==> src/rtl/backscatter_pkg.sv <==
// Shared types and constants for the backscatter transmit scheduler.
package backscatter_pkg;

    // Scheduler FSM states. The encoding is visible on the debug state port.
    typedef enum logic [1:0] {
        IDLE  = 2'd0,
        LOAD  = 2'd1,
        SHIFT = 2'd2,
        GUARD = 2'd3
    } state_t;

    // Payload word width of the data_source serializer input.
    localparam int WORD_W_DEFAULT = 10;

    // Largest value the completed-burst counter holds before wrapping to zero.
    localparam int BURST_MAX = 65535;

    // Number of bits needed to represent max_val (at least 1).
    function automatic int cnt_width(input int max_val);
        int w;
        w = 1;
        while ((max_val >> w) != 0) begin
            w = w + 1;
        end
        return w;
    endfunction

    localparam int BURST_W = cnt_width(BURST_MAX);

endpackage

==> src/rtl/backscatter_tx_scheduler_rr_arbiter.sv <==
// Round-robin picker: first asserted request starting at rr_ptr, wrapping modulo NUM_REQ.
module rr_arbiter #(
    parameter int NUM_REQ = 4,
    parameter int IDX_W   = $clog2(NUM_REQ)
) (
    input  logic [NUM_REQ-1:0] req,
    input  logic [IDX_W-1:0]   rr_ptr,
    output logic [IDX_W-1:0]   grant_idx,
    output logic               any_grant
);

    // Scan rr_ptr, rr_ptr+1, ... and keep the first hit; later hits are ignored.
    always_comb begin
        grant_idx = '0;
        any_grant = 1'b0;
        for (int k = 0; k < NUM_REQ; k++) begin
            int cand;
            logic [IDX_W-1:0] cidx;
            cand = int'(rr_ptr) + k;
            if (cand >= NUM_REQ) begin
                cand = cand - NUM_REQ;
            end
            cidx = IDX_W'(cand);
            if (!any_grant && req[cidx]) begin
                any_grant = 1'b1;
                grant_idx = cidx;
            end
        end
    end

endmodule

==> src/rtl/backscatter_tx_scheduler.sv <==
// Shares the data_source serializer among NUM_REQ payload producers. Arbitration is
// round-robin at each burst start; the grant is then locked until the burst ends or
// aborts, and every burst/abort is followed by GUARD_CYCLES idle clocks.
//
// Handshake: a requester holds req_valid[i] with req_word/req_last stable until it
// sees req_ready[i]; the word is taken on the rising edge where both are high.
// req_ready is one-hot, only high in LOAD while sending=1, and never depends on
// anything but registered state and the current requester/sending inputs.
module backscatter_tx_scheduler
    import backscatter_pkg::*;
#(
    parameter int NUM_REQ      = 4,
    parameter int WORD_W       = WORD_W_DEFAULT,
    parameter int GUARD_CYCLES = 64,
    parameter int IDX_W        = $clog2(NUM_REQ)
) (
    input  logic                      clock,
    input  logic                      reset,
    input  logic                      sending,
    input  logic [NUM_REQ-1:0]        req_valid,
    input  logic [NUM_REQ*WORD_W-1:0] req_word,
    input  logic [NUM_REQ-1:0]        req_last,
    output logic [NUM_REQ-1:0]        req_ready,
    input  logic                      tx_done,
    output logic [WORD_W-1:0]         tx_word,
    output logic                      tx_valid,
    output logic [IDX_W-1:0]          grant_id,
    output logic                      busy,
    output logic                      tx_abort,
    output logic [BURST_W-1:0]        burst_count,
    output logic [1:0]                state_dbg
);

    localparam int GCNT_W = cnt_width(GUARD_CYCLES);
    localparam logic [GCNT_W-1:0] GUARD_LAST = GCNT_W'(GUARD_CYCLES - 1);

    state_t             state;
    logic [IDX_W-1:0]   rr_ptr;
    logic               last_flag;
    logic [GCNT_W-1:0]  guard_cnt;

    logic [IDX_W-1:0]   arb_idx;
    logic               arb_any;
    logic [WORD_W-1:0]  sel_word;
    logic               sel_last;
    logic               sel_valid;
    logic               accept;

    // Pointer to the requester after i, wrapping at NUM_REQ (need not be a power of two).
    function automatic logic [IDX_W-1:0] next_idx(input logic [IDX_W-1:0] i);
        if (int'(i) == NUM_REQ - 1) begin
            return '0;
        end
        return i + 1'b1;
    endfunction

    rr_arbiter #(
        .NUM_REQ (NUM_REQ),
        .IDX_W   (IDX_W)
    ) u_arb (
        .req       (req_valid),
        .rr_ptr    (rr_ptr),
        .grant_idx (arb_idx),
        .any_grant (arb_any)
    );

    // Select the locked requester's word, last flag and valid.
    always_comb begin
        sel_word  = '0;
        sel_last  = 1'b0;
        sel_valid = 1'b0;
        for (int i = 0; i < NUM_REQ; i++) begin
            if (grant_id == IDX_W'(i)) begin
                sel_word  = req_word[i*WORD_W +: WORD_W];
                sel_last  = req_last[i];
                sel_valid = req_valid[i];
            end
        end
    end

    assign accept = (state == LOAD) && sending && sel_valid;

    // Accept strobe toward the granted requester; combinational so a word is never
    // acknowledged after the requester has withdrawn it.
    always_comb begin
        req_ready = '0;
        if (accept) begin
            req_ready[grant_id] = 1'b1;
        end
    end

    assign busy      = (state != IDLE);
    assign state_dbg = state;

    // Scheduler FSM with its data/last latches, guard counter and burst counter.
    always_ff @(posedge clock or negedge reset) begin
        if (!reset) begin
            state       <= IDLE;
            rr_ptr      <= '0;
            grant_id    <= '0;
            last_flag   <= 1'b0;
            tx_word     <= '0;
            tx_valid    <= 1'b0;
            tx_abort    <= 1'b0;
            burst_count <= '0;
            guard_cnt   <= '0;
        end else begin
            tx_abort <= 1'b0;
            case (state)
                IDLE: begin
                    if (sending && arb_any) begin
                        grant_id <= arb_idx;
                        state    <= LOAD;
                    end
                end
                LOAD: begin
                    if (!sending) begin
                        // Window closed before any word left: no abort, pointer kept.
                        guard_cnt <= '0;
                        state     <= GUARD;
                    end else if (sel_valid) begin
                        tx_word   <= sel_word;
                        last_flag <= sel_last;
                        tx_valid  <= 1'b1;
                        state     <= SHIFT;
                    end
                end
                SHIFT: begin
                    if (!sending) begin
                        // Abort outranks a coincident tx_done; skip this requester next time.
                        tx_abort  <= 1'b1;
                        tx_valid  <= 1'b0;
                        rr_ptr    <= next_idx(grant_id);
                        guard_cnt <= '0;
                        state     <= GUARD;
                    end else if (tx_done) begin
                        tx_valid <= 1'b0;
                        if (last_flag) begin
                            burst_count <= burst_count + 1'b1;
                            rr_ptr      <= next_idx(grant_id);
                            guard_cnt   <= '0;
                            state       <= GUARD;
                        end else begin
                            state <= LOAD;
                        end
                    end
                end
                GUARD: begin
                    if (guard_cnt == GUARD_LAST) begin
                        state <= IDLE;
                    end else begin
                        guard_cnt <= guard_cnt + 1'b1;
                    end
                end
                default: state <= IDLE;
            endcase
        end
    end

endmodule

==> config.mk <==
export PLATFORM = sky130hd
export DESIGN_NAME = backscatter_tx_scheduler
export DESIGN_NICKNAME = d
export VERILOG_FILES = /design/src/rtl/backscatter_pkg.sv /design/src/rtl/backscatter_tx_scheduler_rr_arbiter.sv /design/src/rtl/backscatter_tx_scheduler.sv
export SDC_FILE = /design/constraint.sdc
export NUM_CORES = 1
export LEC_CHECK = 0
export CORE_MARGIN = 4
export CORE_UTILIZATION = 49
export CTS_CLUSTER_DIAMETER = 120
export DETAILED_ROUTE_END_ITERATION = 8
export PLACE_DENSITY = 0.93
export SETUP_SLACK_MARGIN = 0.3
export SLEW_MARGIN = 20
export SYNTH_ARGS = -nofsm -noshare
export SYNTH_HDL_FRONTEND = slang
export SYNTH_SLANG_ARGS = --single-unit
==> constraint.sdc <==
create_clock -name clock -period 3.56 [get_ports clock]
set_clock_uncertainty 0.1 [all_clocks]
set_input_delay 0.712 -clock clock [delete_from_list [all_inputs] [get_ports clock]]
set_output_delay 0.712 -clock clock [all_outputs]
set_load 0.02 [all_outputs]
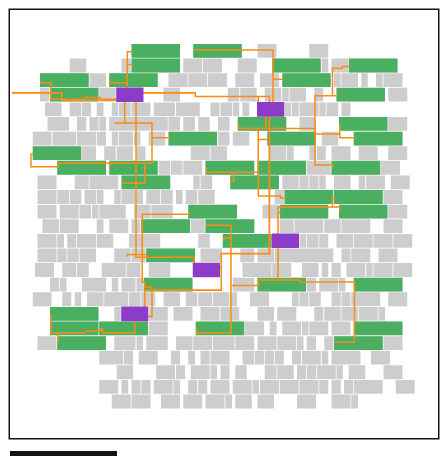
(clock wires, drivers and flops)
Bar = 20 um.
[clock wires] orange | length: 548 um
[clock drivers] purple | count: 5
[flip-flops] green | count: 42
flops lie: all over the die
routed clock nets: 6
clk_lat worst skew: 0.30 ns
Clock Power: 0.459 mW

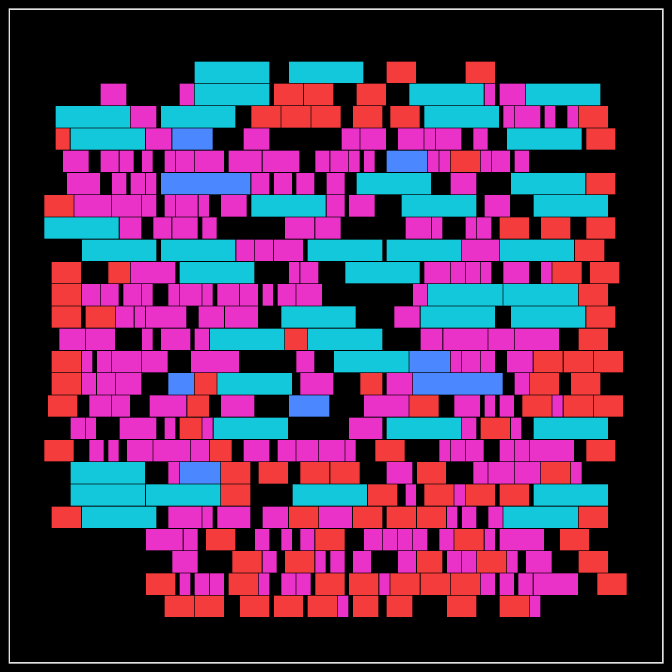
(cell classes on the final placement)
[remaining buffers and delay cells] red | cells: 95 | share of their area: 26%
[sequential cells] cyan | cells: 42 | share of their area: 30%
[clock drivers and dummy loads] blue | cells: 8 | share of their area: 3.9%
[combinational and other logic] magenta | cells: 205 | share of their area: 40%
final instance area: 0.003590 mm^2
Core Area: 0.004848 mm^2
num rows: 25
Seq area share: 29.28%
Final Util: 74.04%

==> reports/metrics.yaml <==
status:
  status: "finished clean"
power_and_ir_drop:
  combinationalPower_mw: 1.19
  p_clk_share_pct: 19.3
  seqPwrFrac_pct: 30.4
  comb_power_share_pct: 50.3
  p_int_mw: 1.493
sta:
  whs_ns: 0.3704
  finalCritPeriodShare_pct: 87.31
  finalSetupViolations: 0
global_routing:
  grt_usage_pct: 21.13
cts:
  clockBufferDepth: 2
  cts_setup_buffers: 0
  cts_max_level: 2
  cts.clk_slew.worst_paths_ns: 0.09
synth:
  adder_share_pct: 2.981
  yosys_warnings: 0
  ys_types: 53
  synthCells: 261
  topCellsByArea: "dfrtp_1, mux2_2, a22o_1"
finish:
  nonClkBufAreaFrac_pct: 25.76
  comb_area_share_pct: 37.02
  fillers: 364
  final_cells: 417
critical_path:
  cp_max_fo: 5
  startpoint_type: "primary input"
worst_hold_path:
  whs_endpoint: "burst_count[15]"
job:
  maxCapViolations: 0
route:
  first_pass_iters: 4
floorplan:
  die_w_um: 79.70
  dieArea_mm2: 0.006351
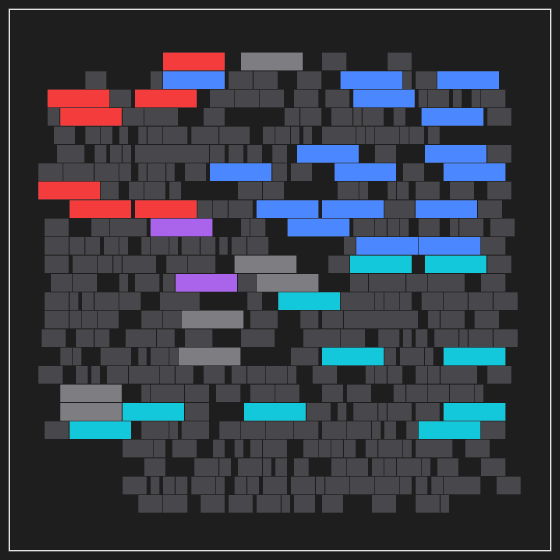
(where the registers sit)
Other sequential cells in the stronger gray, the rest of the logic in the fainter gray.
[state_dbg] purple | flops: 2
[tx_word] cyan | flops: 10
[guard_cnt] red | flops: 7 | where: top left
[burst_count] blue | flops: 16
Seq power: 0.722 mW
Register Area: 0.001051 mm^2

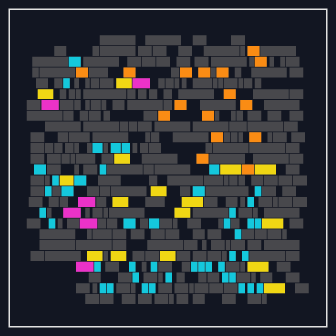
(selected gate families)
[mux cells] yellow | cells: 16
[fa/ha/maj cells] magenta | cells: 6
[aoi and oai cells] cyan | cells: 44
[xor and xnor cells] orange | cells: 16

Power is estimated from default activity; no workload was simulated.
